`src/rtl/seq_mul_pkg.sv`:
```
// seq_mul_pkg: shared FSM state type and counter sizing for the shift-add multiplier
package seq_mul_pkg;
   typedef enum logic [1:0] {IDLE, RUN, DONE} state_e;
   function automatic int cnt_width(input int width);
      return $clog2(width) + 1;
   endfunction
endpackage

```
`src/rtl/seq_mul_ctrl.sv`:
```
// seq_mul_ctrl: handshake FSM and iteration counter for the shift-add multiplier
// Ports: clk, rst (async, active-high), in_valid/in_ready, out_valid/out_ready,
//        busy (RUN or DONE), load (operand accept), step (one iteration this cycle)
module seq_mul_ctrl
   import seq_mul_pkg::*;
#(
   parameter int WIDTH = 32
) (
   input  logic clk,
   input  logic rst,
   input  logic in_valid,
   input  logic out_ready,
   output logic in_ready,
   output logic out_valid,
   output logic busy,
   output logic load,
   output logic step
);
   localparam int CW = cnt_width(WIDTH);
   state_e state, state_n;
   logic [CW-1:0] cnt;
   logic last;
   // in_ready is a pure state decode, forced low while reset is held
   assign in_ready  = (state == IDLE) && !rst;
   assign out_valid = state == DONE;
   assign busy      = state != IDLE;
   assign step      = state == RUN;
   assign load      = in_valid && in_ready;
   assign last      = cnt == CW'(WIDTH - 1);
   always_ff @(posedge clk or posedge rst)
      if (rst) state <= IDLE;
      else     state <= state_n;
   always_comb begin
      state_n = state;
      if (state == IDLE && load)      state_n = RUN;
      if (state == RUN && last)       state_n = DONE;
      if (state == DONE && out_ready) state_n = IDLE;
   end
   always_ff @(posedge clk or posedge rst)
      if (rst)       cnt <= '0;
      else if (load) cnt <= '0;
      else if (step) cnt <= cnt + 1'b1;
endmodule

```
`src/rtl/seq_shift_add_multiplier.sv`:
```
// seq_shift_add_multiplier: multi-cycle unsigned shift-add multiplier, one multiplier bit per clock
// Ports: clk, rst (async, active-high), in_valid/in_ready/in_a/in_b operand handshake,
//        out_valid/out_ready/out_product result handshake, busy (RUN or DONE).
// SEQ_MUL_SIGNED_EN: adds in_signed; signed operands are multiplied as magnitudes
//        and the product is negated combinationally in DONE.
module seq_shift_add_multiplier
   import seq_mul_pkg::*;
#(
   parameter int WIDTH = 32
) (
   input  logic               clk,
   input  logic               rst,
   input  logic               in_valid,
   output logic               in_ready,
   input  logic [WIDTH-1:0]   in_a,
   input  logic [WIDTH-1:0]   in_b,
`ifdef SEQ_MUL_SIGNED_EN
   input  logic               in_signed,
`endif
   output logic               out_valid,
   input  logic               out_ready,
   output logic [2*WIDTH-1:0] out_product,
   output logic               busy
);
   logic [WIDTH-1:0]   a_q, a_in, b_in, sum;
   logic [2*WIDTH-1:0] p_q;
   logic               co, load, step;
   seq_mul_ctrl #(.WIDTH(WIDTH)) u_ctrl (
      .clk       (clk),
      .rst       (rst),
      .in_valid  (in_valid),
      .out_ready (out_ready),
      .in_ready  (in_ready),
      .out_valid (out_valid),
      .busy      (busy),
      .load      (load),
      .step      (step)
   );
   // WIDTH-bit adder with carry-in 0: accumulator upper half plus gated multiplicand
   assign {co, sum} = {1'b0, p_q[2*WIDTH-1:WIDTH]} + {1'b0, p_q[0] ? a_q : '0};
`ifdef SEQ_MUL_SIGNED_EN
   logic neg_q, neg_in;
   assign neg_in      = in_signed && (in_a[WIDTH-1] ^ in_b[WIDTH-1]);
   // the most-negative value maps to itself, which is its correct unsigned magnitude
   assign a_in        = (in_signed && in_a[WIDTH-1]) ? -in_a : in_a;
   assign b_in        = (in_signed && in_b[WIDTH-1]) ? -in_b : in_b;
   assign out_product = (neg_q && out_valid) ? -p_q : p_q;
   always_ff @(posedge clk or posedge rst)
      if (rst)       neg_q <= 1'b0;
      else if (load) neg_q <= neg_in;
`else
   assign a_in        = in_a;
   assign b_in        = in_b;
   assign out_product = p_q;
`endif
   always_ff @(posedge clk or posedge rst)
      if (rst) begin
         a_q <= '0;
         p_q <= '0;
      end else if (load) begin
         a_q <= a_in;
         p_q <= {{WIDTH{1'b0}}, b_in};
      end else if (step) begin
         p_q <= {co, sum, p_q[WIDTH-1:1]};
      end
endmodule
```
`config.mk`:
```
export PLATFORM = sky130hd
export DESIGN_NAME = seq_shift_add_multiplier
export DESIGN_NICKNAME = d
export VERILOG_FILES = /design/src/rtl/seq_mul_pkg.sv /design/src/rtl/seq_mul_ctrl.sv /design/src/rtl/seq_shift_add_multiplier.sv
export SDC_FILE = /design/constraint.sdc
export NUM_CORES = 1
export LEC_CHECK = 0
export CAP_MARGIN = 20
export CORE_AREA = 2 2 119 121
export DETAILED_ROUTE_END_ITERATION = 8
export DIE_AREA = 0 0 121 123
export GPL_TIMING_DRIVEN = 0
export PLACE_DENSITY_LB_ADDON = 0.3
export RECOVER_POWER = 25
export SYNTH_ARGS = -nofsm -noshare
export SYNTH_HDL_FRONTEND = slang
export SYNTH_SLANG_ARGS = --single-unit
```
`constraint.sdc`:
```
create_clock -name clk -period 3 [get_ports clk]
set_input_delay 0.45 -clock clk [delete_from_list [all_inputs] [get_ports clk]]
set_output_delay 0.45 -clock clk [all_outputs]
set_load 0.01 [all_outputs]
```
Fig. 1: run 1, routing congestion map
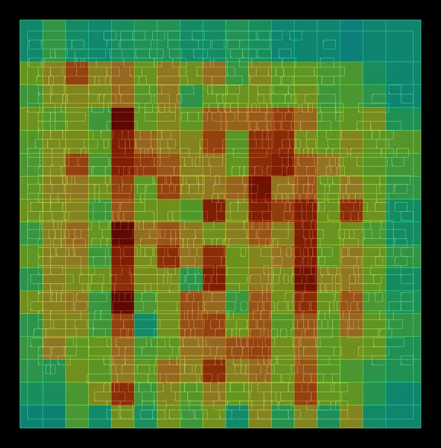
Avg WL per Cell: 17.4 um
GRT Resource Usage Total: 0.228
M3 GR Usage: 0.0438

Fig. 2: run 1, placement by cell class
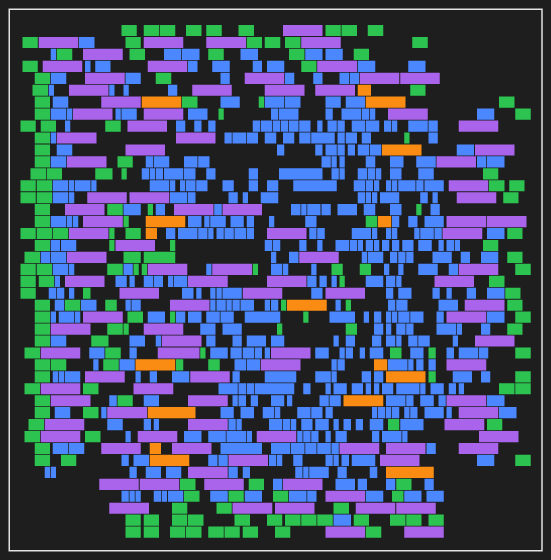
| colour | class | cells | share of their area |
|---|---|---|---|
| blue | combinational and other logic | 482 | 43% |
| orange | clock drivers and dummy loads | 16 | 4.1% |
| purple | flops | 104 | 33% |
| green | other buffers and delay cells | 172 | 20% |

==> flow_metrics.env, run 1 <==
# flow metrics
export IMPL_wl_met1_mm=7.36
export IMPL_hp_start="a_q[31]"
export IMPL_grt_start_max_net_pins=37
export IMPL_critPathKind="flip-flop to flip-flop"
export IMPL_worstMarginPinSlew_ns=1.55
export IMPL_drv_slew=36
export IMPL_cp_end_kind="flip-flop"
export IMPL_simple_gate_share=0.143
export IMPL_dr_total_vias=5431
export IMPL_p_switching_mw=3.70
export IMPL_clkbuf_count=9
export IMPL_ys_types=61
export IMPL_nets=871
export IMPL_cts_buffers=9
export IMPL_crit_path_start="out_product[0]"
export IMPL_design_core_area_sq_um=13600
export IMPL_rows=43
export IMPL_pre_cts_slack_ns=-0.222
export IMPL_top_layer="met4"
export IMPL_setup_ws_ns=0.106
export IMPL_holdPathStages=1
export IMPL_p_leak_nw=3.54
export IMPL_drv_cap=1
export IMPL_violations="max-capacitance violations, max-slew violations"
export IMPL_antenna_found_initial=0
export IMPL_hold_path_class="flip-flop to flip-flop"
export IMPL_ys_top_cells_by_count="dfrtp_1, nand2_1, o21ai_0, inv_1, and2_1"
export IMPL_p_clk_mw=1.30
export IMPL_largest_reg_flops=64
export IMPL_route_met2_wl_mm=8.02
export IMPL_status="finished, violations left"
export IMPL_taps=180
export IMPL_use_met2=0.382
export IMPL_logic_area_sq_um=3300
export IMPL_worst_r2r_cell_count=10
export IMPL_layout_drive_gt1_share=0.119
export IMPL_io_buffers=134
export IMPL_floorplanUtilization=0.448
export IMPL_ff_count=104
export IMPL_sw_frac_of_total=0.416
export IMPL_powerDensity_nw_per_um2=1090
export IMPL_warning_count=26
export IMPL_clkLatencyLatePin_ns=0.36
export IMPL_cp_top_family="AND-OR/OR-AND gates"
export IMPL_clk_share=0.0401
export IMPL_post_route_min_period_ns=2.89
export IMPL_power_frac_comb=0.558
export IMPL_dpl_cell_area_sq_um=7700
export IMPL_hpwl_mm=12.5
export IMPL_top_cell="dfrtp_1"
export IMPL_startpoint_type="flip-flop"
export IMPL_viasPerCell=5.69
export IMPL_area_leaders="dfrtp_1, ha_1, mux2_2"
export IMPL_worstPathRequired_ns=3.25
export IMPL_final_setup_tns_ns=0
export IMPL_grt_busiest_layer="met2"
export IMPL_yosys_most_used_dff="dfrtp_1"
export IMPL_period_used=0.965
export IMPL_clock_sinks=104
export IMPL_hold_end="a_q[31]"
export IMPL_holdWs_ns=0.501
export IMPL_arrival_ns=3.14
export IMPL_largest_class="multi-input combinational cells"
export IMPL_fin_total_pwr_mw=8.89
Fig. 3: run 1, local utilization
Scale bar: 20 um. The die is cut into 12 by 12 equal tiles; dark blue is low, red is high, 0 to 100% covered.
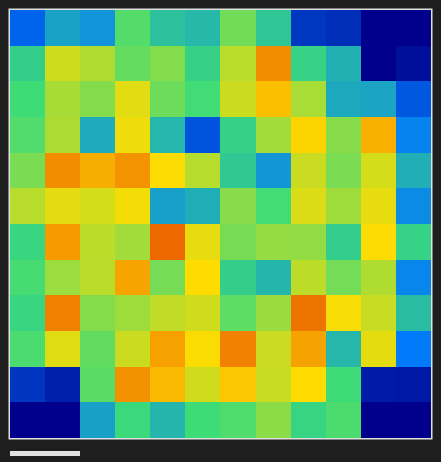
emptiest ninth of the die: top right
nearly empty tiles: 4.9%
mean over tiles: 53%
fullest tile: 88%

Fig. 4: run 1, sizing map
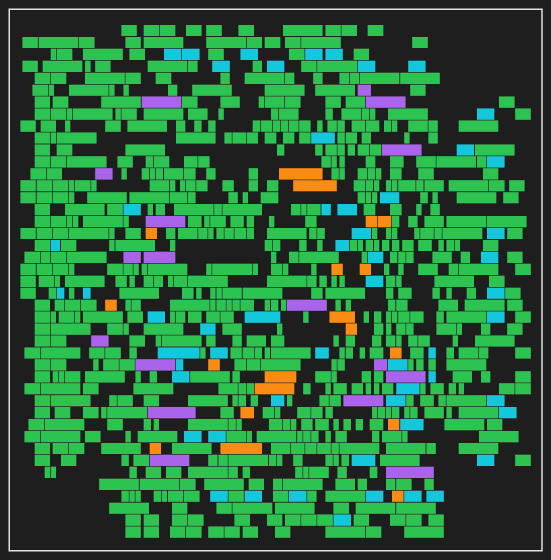

## Run 2: what changed since run 1
--- a/config.mk
+++ b/config.mk
@@ -6,9 +6,9 @@
 export NUM_CORES = 1
 export LEC_CHECK = 0
 export CAP_MARGIN = 20
-export CORE_AREA = 2 2 119 121
+export CORE_AREA = 2 2 158 83
 export DETAILED_ROUTE_END_ITERATION = 8
-export DIE_AREA = 0 0 121 123
+export DIE_AREA = 0 0 160 85
 export GPL_TIMING_DRIVEN = 0
 export PLACE_DENSITY_LB_ADDON = 0.3
 export RECOVER_POWER = 25
==> constraint.sdc (replaced) <==
create_clock -name clk -period 3.28 [get_ports clk]
set_input_delay 0.492 -clock clk [delete_from_list [all_inputs] [get_ports clk]]
set_output_delay 0.492 -clock clk [all_outputs]
set_load 0.01 [all_outputs]
Fig. 5: run 2, sizing map
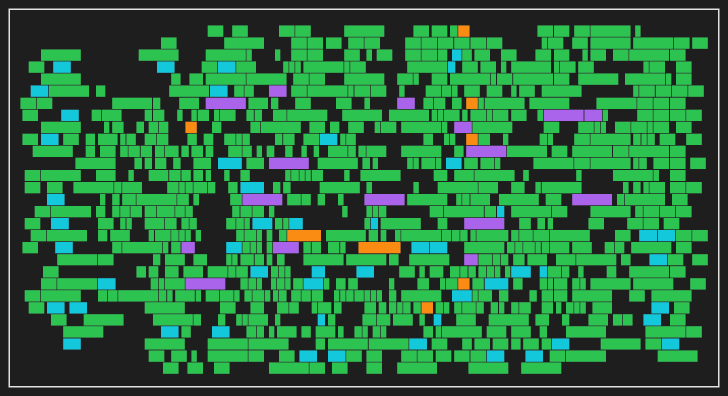
| colour | size | cells | share |
|---|---|---|---|
| orange | _3 and _4 cells | 8 | 1.0% |
| purple | _6 and larger | 16 | 2.1% |
| cyan | _2 cells | 51 | 6.6% |
| green | _0 and _1 cells | 699 | 90% |

==> run 2 against run 1 <==
Effect of this change: area after synthesis is the same; non-clock buffer count is the same; cell area shrank 1.9%; final cell count shrank 1.0%; first-iteration DRC count grew 95%; synthesized cell count is the same; die size shrank 8.6%; combinational power shrank 8.3%; critical endpoint is now out_product[58]; the run still ends with max-capacitance violations, max-slew violations left; utilization grew 5.3 points; highest routed layer unchanged; worst hold slack gained 0.0017 ns; maximum frequency shrank 5.8%.
==> flow_metrics.env, run 2 <==
# flow metrics
export IMPL_status="finished, violations left"
export IMPL_violations="max-capacitance violations, max-slew violations"
export IMPL_ys_top_cells_by_count="dfrtp_1, nand2_1, o21ai_0, inv_1, and2_1"
export IMPL_track_usage=0.259
export IMPL_cts_tree="done"
export IMPL_cp_max_fo=10
export IMPL_hold_end="a_q[15]"
export IMPL_sw_frac_of_total=0.433
export IMPL_post_route_min_period_ns=3.07
export IMPL_hp_start="a_q[15]"
export IMPL_powerDensity_nw_per_um2=1000
export IMPL_largest_reg_flops=64
export IMPL_cts_setup_buffers=0
export IMPL_pre_cts_slack_ns=0.0933
export IMPL_hold_path_class="flip-flop to flip-flop"
export IMPL_top_cell="dfrtp_1"
export IMPL_p_leak_nw=3.50
export IMPL_holdWs_ns=0.502
export IMPL_comb_share=0.404
export IMPL_dr_total_vias=5605
export IMPL_grt_start_max_net_pins=68
export IMPL_antenna_found_initial=0
export IMPL_arrival_ns=3.31
export IMPL_wl_per_cell_um=18.4
export IMPL_largest_class="multi-input combinational cells"
export IMPL_synthCells=621
export IMPL_die_x_um=160
export IMPL_crit_path_start="out_product[0]"
export IMPL_rows=29
export IMPL_startpoint_type="flip-flop"
export IMPL_layout_drive_gt1_share=0.0969
export IMPL_buffers=172
export IMPL_taps=170
export IMPL_fin_total_pwr_mw=8.02
export IMPL_logic_area_sq_um=3230
export IMPL_p_switching_mw=3.48
export IMPL_warning_count=26
export IMPL_power_frac_comb=0.568
export IMPL_final_setup_tns_ns=0
export IMPL_worst_r2r_cell_count=10
export IMPL_hpwl_mm=13.0
export IMPL_critPathKind="flip-flop to flip-flop"
export IMPL_holdPathStages=1
export IMPL_drv_cap=1
export IMPL_yosys_most_used_dff="dfrtp_1"
export IMPL_ys_types=61
export IMPL_simple_gate_share=0.143
export IMPL_clk_share=0.0363
export IMPL_cts_resized=0
export IMPL_worstPathRequired_ns=3.52
export IMPL_cp_top_family="AND-OR/OR-AND gates"
export IMPL_route_met2_wl_mm=7.21
export IMPL_design_core_area_sq_um=12300
export IMPL_setup_ws_ns=0.209
export IMPL_viasPerCell=5.94
export IMPL_io_buffers=134
export IMPL_dpl_cell_area_sq_um=7680
export IMPL_area_leaders="dfrtp_1, ha_1, mux2_2"
export IMPL_use_met2=0.373
export IMPL_wl_met1_mm=8.58
export IMPL_ff_count=104
export IMPL_floorplanUtilization=0.497
export IMPL_ff_latch_area_sq_um=2600
export IMPL_top_layer="met4"
export IMPL_drv_slew=39
export IMPL_worstMarginPinSlew_ns=1.62
export IMPL_use_met3=0.0587
export IMPL_synthesis_area_sq_um=6090
export IMPL_dieArea_sq_um=13600
export IMPL_cp_end_kind="flip-flop"
export IMPL_cts_buffers=9
export IMPL_clock_sinks=104
export IMPL_ys_seq_frac=0.427
export IMPL_clkLatencyLatePin_ns=0.35
export IMPL_grt_busiest_layer="met1"
export IMPL_p_clk_mw=1.06
export IMPL_nets=871
Power is estimated from default activity; no workload was simulated.
